$ cat src/rtl/mips_multicycle_ctrl_if.sv
// rtl/mips_multicycle_ctrl_if.sv - controller <-> datapath/memory signal bundle
interface mips_multicycle_ctrl_if;
    logic [5:0]  opcode;
    logic        zero;
    logic        mem_ready;
    logic        pc_write;
    logic        pc_write_cond;
    logic        ir_write;
    logic        mem_read;
    logic        mem_write;
    logic        reg_write;
    logic        iord;
    logic        alu_src_a;
    logic        reg_dst;
    logic        mem_to_reg;
    logic [1:0]  alu_src_b;
    logic [1:0]  pc_src;
    logic [2:0]  alu_op;
    logic [3:0]  state;
    logic        instr_done;
    logic [15:0] retired;
    logic        illegal;
    logic        timeout;

    modport master (
        input  opcode, zero, mem_ready,
        output pc_write, pc_write_cond, ir_write, mem_read, mem_write, reg_write,
               iord, alu_src_a, reg_dst, mem_to_reg, alu_src_b, pc_src, alu_op,
               state, instr_done, retired, illegal, timeout
    );

    modport slave (
        output opcode, zero, mem_ready,
        input  pc_write, pc_write_cond, ir_write, mem_read, mem_write, reg_write,
               iord, alu_src_a, reg_dst, mem_to_reg, alu_src_b, pc_src, alu_op,
               state, instr_done, retired, illegal, timeout
    );
endinterface

$ cat src/rtl/mips_multicycle_ctrl.sv
// rtl/mips_multicycle_ctrl.sv - multicycle MIPS control FSM with memory wait timeout
module mips_multicycle_ctrl #(
    parameter int MEM_TIMEOUT = 15
) (
    input  logic                  clk,
    input  logic                  rst,
    mips_multicycle_ctrl_if.master bus
);

    typedef enum logic [3:0] {
        S_IDLE      = 4'd0,
        S_FETCH     = 4'd1,
        S_DECODE    = 4'd2,
        S_MEM_ADDR  = 4'd3,
        S_MEM_READ  = 4'd4,
        S_MEM_WB    = 4'd5,
        S_MEM_WRITE = 4'd6,
        S_R_EXEC    = 4'd7,
        S_R_WB      = 4'd8,
        S_BRANCH    = 4'd9,
        S_JUMP      = 4'd10,
        S_ADDI_EXEC = 4'd11,
        S_ADDI_WB   = 4'd12,
        S_BAD       = 4'd13
    } state_t;

    typedef struct packed {
        logic       jump_pc;
        logic       pc_write_cond;
        logic       fetch;
        logic       mem_read;
        logic       mem_write;
        logic       reg_write;
        logic       iord;
        logic       alu_src_a;
        logic       reg_dst;
        logic       mem_to_reg;
        logic [1:0] alu_src_b;
        logic [1:0] pc_src;
        logic [2:0] alu_op;
        logic       done;
    } ctrl_t;

    localparam int WW = $clog2(MEM_TIMEOUT + 1);
    localparam logic [WW-1:0] WAIT_MAX = WW'(MEM_TIMEOUT);

    state_t         r_state;
    ctrl_t          r_ctl;
    logic [WW-1:0]  r_wait;
    logic [15:0]    r_retired;
    logic           r_illegal;
    logic           r_timeout;

    state_t         w_next;
    logic           w_wait_state;
    logic           w_timeout;
    logic           w_done;

    // Static per-state decode; the mem_ready-qualified strobes are gated afterwards.
    function automatic ctrl_t f_ctl(input state_t s);
        ctrl_t c;
        c = '0;
        case (s)
            S_FETCH:     begin c.fetch = 1'b1; c.mem_read = 1'b1; c.alu_src_b = 2'd1; end
            S_DECODE:    c.alu_src_b = 2'd3;
            S_MEM_ADDR:  begin c.alu_src_a = 1'b1; c.alu_src_b = 2'd2; end
            S_MEM_READ:  begin c.mem_read = 1'b1; c.iord = 1'b1; end
            S_MEM_WB:    begin c.reg_write = 1'b1; c.mem_to_reg = 1'b1; c.done = 1'b1; end
            S_MEM_WRITE: begin c.mem_write = 1'b1; c.iord = 1'b1; end
            S_R_EXEC:    begin c.alu_src_a = 1'b1; c.alu_op = 3'd2; end
            S_R_WB:      begin c.reg_write = 1'b1; c.reg_dst = 1'b1; c.done = 1'b1; end
            S_BRANCH:    begin
                c.alu_src_a = 1'b1; c.alu_op = 3'd1; c.pc_write_cond = 1'b1;
                c.pc_src = 2'd1; c.done = 1'b1;
            end
            S_JUMP:      begin c.jump_pc = 1'b1; c.pc_src = 2'd2; c.done = 1'b1; end
            S_ADDI_EXEC: begin c.alu_src_a = 1'b1; c.alu_src_b = 2'd2; end
            S_ADDI_WB:   begin c.reg_write = 1'b1; c.done = 1'b1; end
            default:     c = '0;
        endcase
        return c;
    endfunction

    assign w_wait_state = (r_state == S_FETCH) || (r_state == S_MEM_READ) ||
                          (r_state == S_MEM_WRITE);
    // A ready in the last allowed wait cycle still wins over the timeout.
    assign w_timeout = w_wait_state && !bus.mem_ready && (r_wait == WAIT_MAX);
    assign w_done    = r_ctl.done || ((r_state == S_MEM_WRITE) && bus.mem_ready);

    always_comb begin
        w_next = r_state;
        case (r_state)
            S_IDLE:      w_next = S_FETCH;
            S_FETCH:     w_next = bus.mem_ready ? S_DECODE : (w_timeout ? S_IDLE : S_FETCH);
            S_DECODE: begin
                case (bus.opcode)
                    6'h00:        w_next = S_R_EXEC;
                    6'h23, 6'h2B: w_next = S_MEM_ADDR;
                    6'h04:        w_next = S_BRANCH;
                    6'h02:        w_next = S_JUMP;
                    6'h08:        w_next = S_ADDI_EXEC;
                    default:      w_next = S_BAD;
                endcase
            end
            S_MEM_ADDR:  w_next = (bus.opcode == 6'h23) ? S_MEM_READ : S_MEM_WRITE;
            S_MEM_READ:  w_next = bus.mem_ready ? S_MEM_WB : (w_timeout ? S_IDLE : S_MEM_READ);
            S_MEM_WRITE: w_next = bus.mem_ready ? S_FETCH : (w_timeout ? S_IDLE : S_MEM_WRITE);
            S_R_EXEC:    w_next = S_R_WB;
            S_ADDI_EXEC: w_next = S_ADDI_WB;
            S_MEM_WB, S_R_WB, S_BRANCH, S_JUMP, S_ADDI_WB, S_BAD: w_next = S_FETCH;
            default:     w_next = S_IDLE;
        endcase
    end

    always_ff @(posedge clk or posedge rst) begin
        if (rst) begin
            r_state   <= S_IDLE;
            r_ctl     <= '0;
            r_wait    <= '0;
            r_retired <= '0;
            r_illegal <= 1'b0;
            r_timeout <= 1'b0;
        end else begin
            r_state <= w_next;
            r_ctl   <= f_ctl(w_next);
            if (w_next != r_state) begin
                r_wait <= '0;
            end else if (w_wait_state) begin
                r_wait <= r_wait + 1'b1;
            end
            if (w_done) begin
                r_retired <= r_retired + 16'd1;
            end
            if (w_next == S_BAD) begin
                r_illegal <= 1'b1;
            end
            if (w_timeout) begin
                r_timeout <= 1'b1;
            end
        end
    end

    assign bus.ir_write      = r_ctl.fetch && bus.mem_ready;
    assign bus.pc_write      = r_ctl.jump_pc || (r_ctl.fetch && bus.mem_ready);
    assign bus.pc_write_cond = r_ctl.pc_write_cond;
    assign bus.mem_read      = r_ctl.mem_read;
    assign bus.mem_write     = r_ctl.mem_write;
    assign bus.reg_write     = r_ctl.reg_write;
    assign bus.iord          = r_ctl.iord;
    assign bus.alu_src_a     = r_ctl.alu_src_a;
    assign bus.reg_dst       = r_ctl.reg_dst;
    assign bus.mem_to_reg    = r_ctl.mem_to_reg;
    assign bus.alu_src_b     = r_ctl.alu_src_b;
    assign bus.pc_src        = r_ctl.pc_src;
    assign bus.alu_op        = r_ctl.alu_op;
    assign bus.state         = r_state;
    assign bus.instr_done    = w_done;
    assign bus.retired       = r_retired;
    assign bus.illegal       = r_illegal;
    assign bus.timeout       = r_timeout;

endmodule
$ cat src/flat_wrapper.sv
// flat-port wrapper written by rule: the top's interface ports become plain ports
module mips_multicycle_ctrl_flat 
#(
    parameter int MEM_TIMEOUT = 15
)
  (clk, rst, bus_opcode, bus_zero, bus_mem_ready, bus_pc_write, bus_pc_write_cond, bus_ir_write, bus_mem_read, bus_mem_write, bus_reg_write, bus_iord, bus_alu_src_a, bus_reg_dst, bus_mem_to_reg, bus_alu_src_b, bus_pc_src, bus_alu_op, bus_state, bus_instr_done, bus_retired, bus_illegal, bus_timeout);
  mips_multicycle_ctrl_if bus_i ();
  input  logic clk;
  input  logic rst;
  input wire logic [$bits(bus_i.opcode)-1:0] bus_opcode;
  input wire logic [$bits(bus_i.zero)-1:0] bus_zero;
  input wire logic [$bits(bus_i.mem_ready)-1:0] bus_mem_ready;
  output wire logic [$bits(bus_i.pc_write)-1:0] bus_pc_write;
  output wire logic [$bits(bus_i.pc_write_cond)-1:0] bus_pc_write_cond;
  output wire logic [$bits(bus_i.ir_write)-1:0] bus_ir_write;
  output wire logic [$bits(bus_i.mem_read)-1:0] bus_mem_read;
  output wire logic [$bits(bus_i.mem_write)-1:0] bus_mem_write;
  output wire logic [$bits(bus_i.reg_write)-1:0] bus_reg_write;
  output wire logic [$bits(bus_i.iord)-1:0] bus_iord;
  output wire logic [$bits(bus_i.alu_src_a)-1:0] bus_alu_src_a;
  output wire logic [$bits(bus_i.reg_dst)-1:0] bus_reg_dst;
  output wire logic [$bits(bus_i.mem_to_reg)-1:0] bus_mem_to_reg;
  output wire logic [$bits(bus_i.alu_src_b)-1:0] bus_alu_src_b;
  output wire logic [$bits(bus_i.pc_src)-1:0] bus_pc_src;
  output wire logic [$bits(bus_i.alu_op)-1:0] bus_alu_op;
  output wire logic [$bits(bus_i.state)-1:0] bus_state;
  output wire logic [$bits(bus_i.instr_done)-1:0] bus_instr_done;
  output wire logic [$bits(bus_i.retired)-1:0] bus_retired;
  output wire logic [$bits(bus_i.illegal)-1:0] bus_illegal;
  output wire logic [$bits(bus_i.timeout)-1:0] bus_timeout;
  assign bus_i.opcode = bus_opcode;
  assign bus_i.zero = bus_zero;
  assign bus_i.mem_ready = bus_mem_ready;
  assign bus_pc_write = bus_i.pc_write;
  assign bus_pc_write_cond = bus_i.pc_write_cond;
  assign bus_ir_write = bus_i.ir_write;
  assign bus_mem_read = bus_i.mem_read;
  assign bus_mem_write = bus_i.mem_write;
  assign bus_reg_write = bus_i.reg_write;
  assign bus_iord = bus_i.iord;
  assign bus_alu_src_a = bus_i.alu_src_a;
  assign bus_reg_dst = bus_i.reg_dst;
  assign bus_mem_to_reg = bus_i.mem_to_reg;
  assign bus_alu_src_b = bus_i.alu_src_b;
  assign bus_pc_src = bus_i.pc_src;
  assign bus_alu_op = bus_i.alu_op;
  assign bus_state = bus_i.state;
  assign bus_instr_done = bus_i.instr_done;
  assign bus_retired = bus_i.retired;
  assign bus_illegal = bus_i.illegal;
  assign bus_timeout = bus_i.timeout;
  mips_multicycle_ctrl #(.MEM_TIMEOUT(MEM_TIMEOUT)) u_core (.clk(clk), .rst(rst), .bus(bus_i));
endmodule
$ cat config.mk
export PLATFORM = sky130hd
export DESIGN_NAME = mips_multicycle_ctrl_flat
export DESIGN_NICKNAME = d
export VERILOG_FILES = /design/src/rtl/mips_multicycle_ctrl_if.sv /design/src/rtl/mips_multicycle_ctrl.sv /design/src/flat_wrapper.sv
export SDC_FILE = /design/constraint.sdc
export NUM_CORES = 1
export LEC_CHECK = 0
export ABC_AREA = 1
export CAP_MARGIN = 20
export CORE_MARGIN = 5
export CORE_UTILIZATION = 45
export DETAILED_ROUTE_END_ITERATION = 8
export PLACE_DENSITY_LB_ADDON = 0.3
export SYNTH_ARGS = -nofsm -noshare
export SYNTH_HDL_FRONTEND = slang
export SYNTH_SLANG_ARGS = --single-unit
$ cat constraint.sdc
create_clock -name clk -period 2.2 [get_ports clk]
set_clock_uncertainty 0.05 [all_clocks]
set_input_delay 0.44 -clock clk [delete_from_list [all_inputs] [get_ports clk]]
set_output_delay 0.44 -clock clk [all_outputs]
set_load 0.01 [all_outputs]
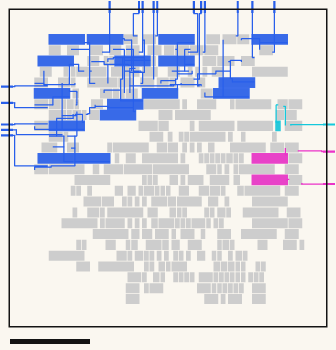
Figure 1: nets reached from selected ports.
Bar = 20 um.
Magenta marks bus_alu_src_b, bits 2, direction output, end cells 2, wire 14.8 um. Cyan marks bus_ir_write, bits 1, direction output, end cells 1, wire 19.0 um. Blue marks bus_retired, bits 16, direction output, end cells 16, wire 607 um.
IO Count: 50
count of port buffers added during placement: 47

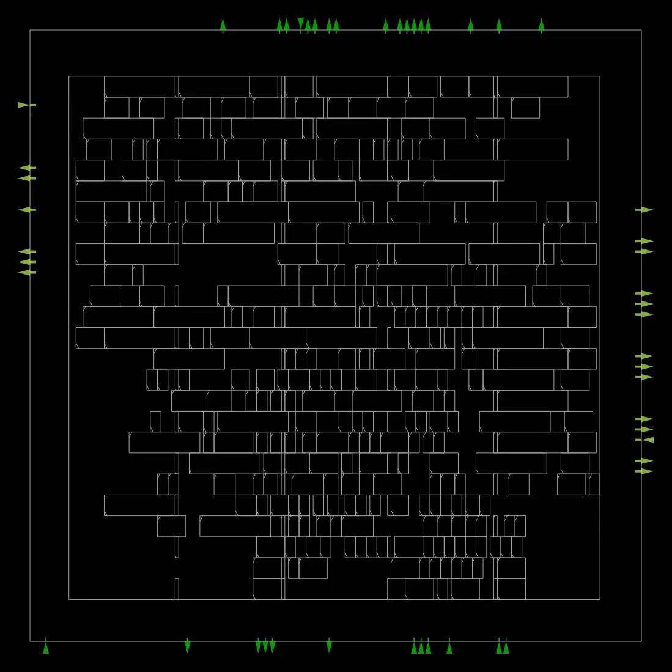
Figure 2: cell placement.
flop share of the area: 0.3670
Core Util, Final: 0.6104

[cell type report]
| cell class | instances | area, um2 | area share |
|---|---|---|---|
| clock buffer | 6 | 82.58 | 0.02883 |
| clock inverter | 2 | 12.51 | 0.004369 |
| inverter | 36 | 135.1 | 0.04718 |
| multi-input combinational | 160 | 932.1 | 0.3255 |
| sequential | 42 | 1051 | 0.3670 |
| tap | 54 | 67.56 | 0.02359 |
| timing repair buffer | 62 | 583.1 | 0.2036 |
[cells by family (layout without fill, tap and decap cells)]
group	after synthesis	count (layout)	synth area share
AOI/OAI and AO/OA	11	11	0.02824
xor gates and xnor gates	17	17	0.06859
adders and majority gates	2	2	0.01153
buffers and inverters	43	106	0.08646
DFF	42	42	0.4842
muxes	1	1	0.005187
other	1	1	0.001727
and+or+nand+nor	128	128	0.3141
==> summary.txt <==
The implementation run finished. Measured along the x axis, the die boundary spans 79.46 um. The run finished with clean final reports. With fillers left out, the area of the finished cells amounts to 0.002864 mm2. According to the floorplan log, the row count is 25. Number of instances in the synthesized netlist landed at 245. In the hold report, the worst path ends at u_core.r_wait[0]$_DFFE_PP0P_. For this run, the script counts the antenna cells in the layout as 0. Across all setup checks in the final design, the least slack found is about 0.19 ns. Power dissipated by switching net loads landed at about 1300 uW. The leakage power in the latest report is 0.001467 uW. Walking the critical path from launch to capture passes 5 cell instances. For this run, the slowest stage of the critical path takes ~0.44 ns. During synthesis, Yosys emitted a total of 0 warnings. Looking at the gate-level netlist, the highest instance count belongs to nand2_1.

Half-perimeter wire length of the detailed placement result landed at 3325 um. Final total power landed at ~3300 uW. The detailed router reported a total wirelength of 4198 um. In this run the power density over the cells is 1140 mW/mm2. Number of flip-flops in the largest register landed at 16. Number of post-CTS setup repair buffers landed at 0.

By startpoint and endpoint, the worst setup path is classified as in2out. STA lists the startpoint of the worst hold path as u_core.r_wait[0]$_DFFE_PP0P_. Number of endpoints with negative hold slack in the final report landed at 0.

After synthesis, the share of flip-flops with an asynchronous set or reset is 1.000. Maximum fanout encountered on the critical timing path landed at 2. For met2 alone, demand over resource in global routing was 0.2629. In the final routing, the length of wire on met1 measures 1773 um. Per the finish-stage timing summary, setup violations number 0. Counting only logic cells after layout, the most numerous master is nand2_1.
Power is estimated from default activity; no workload was simulated.
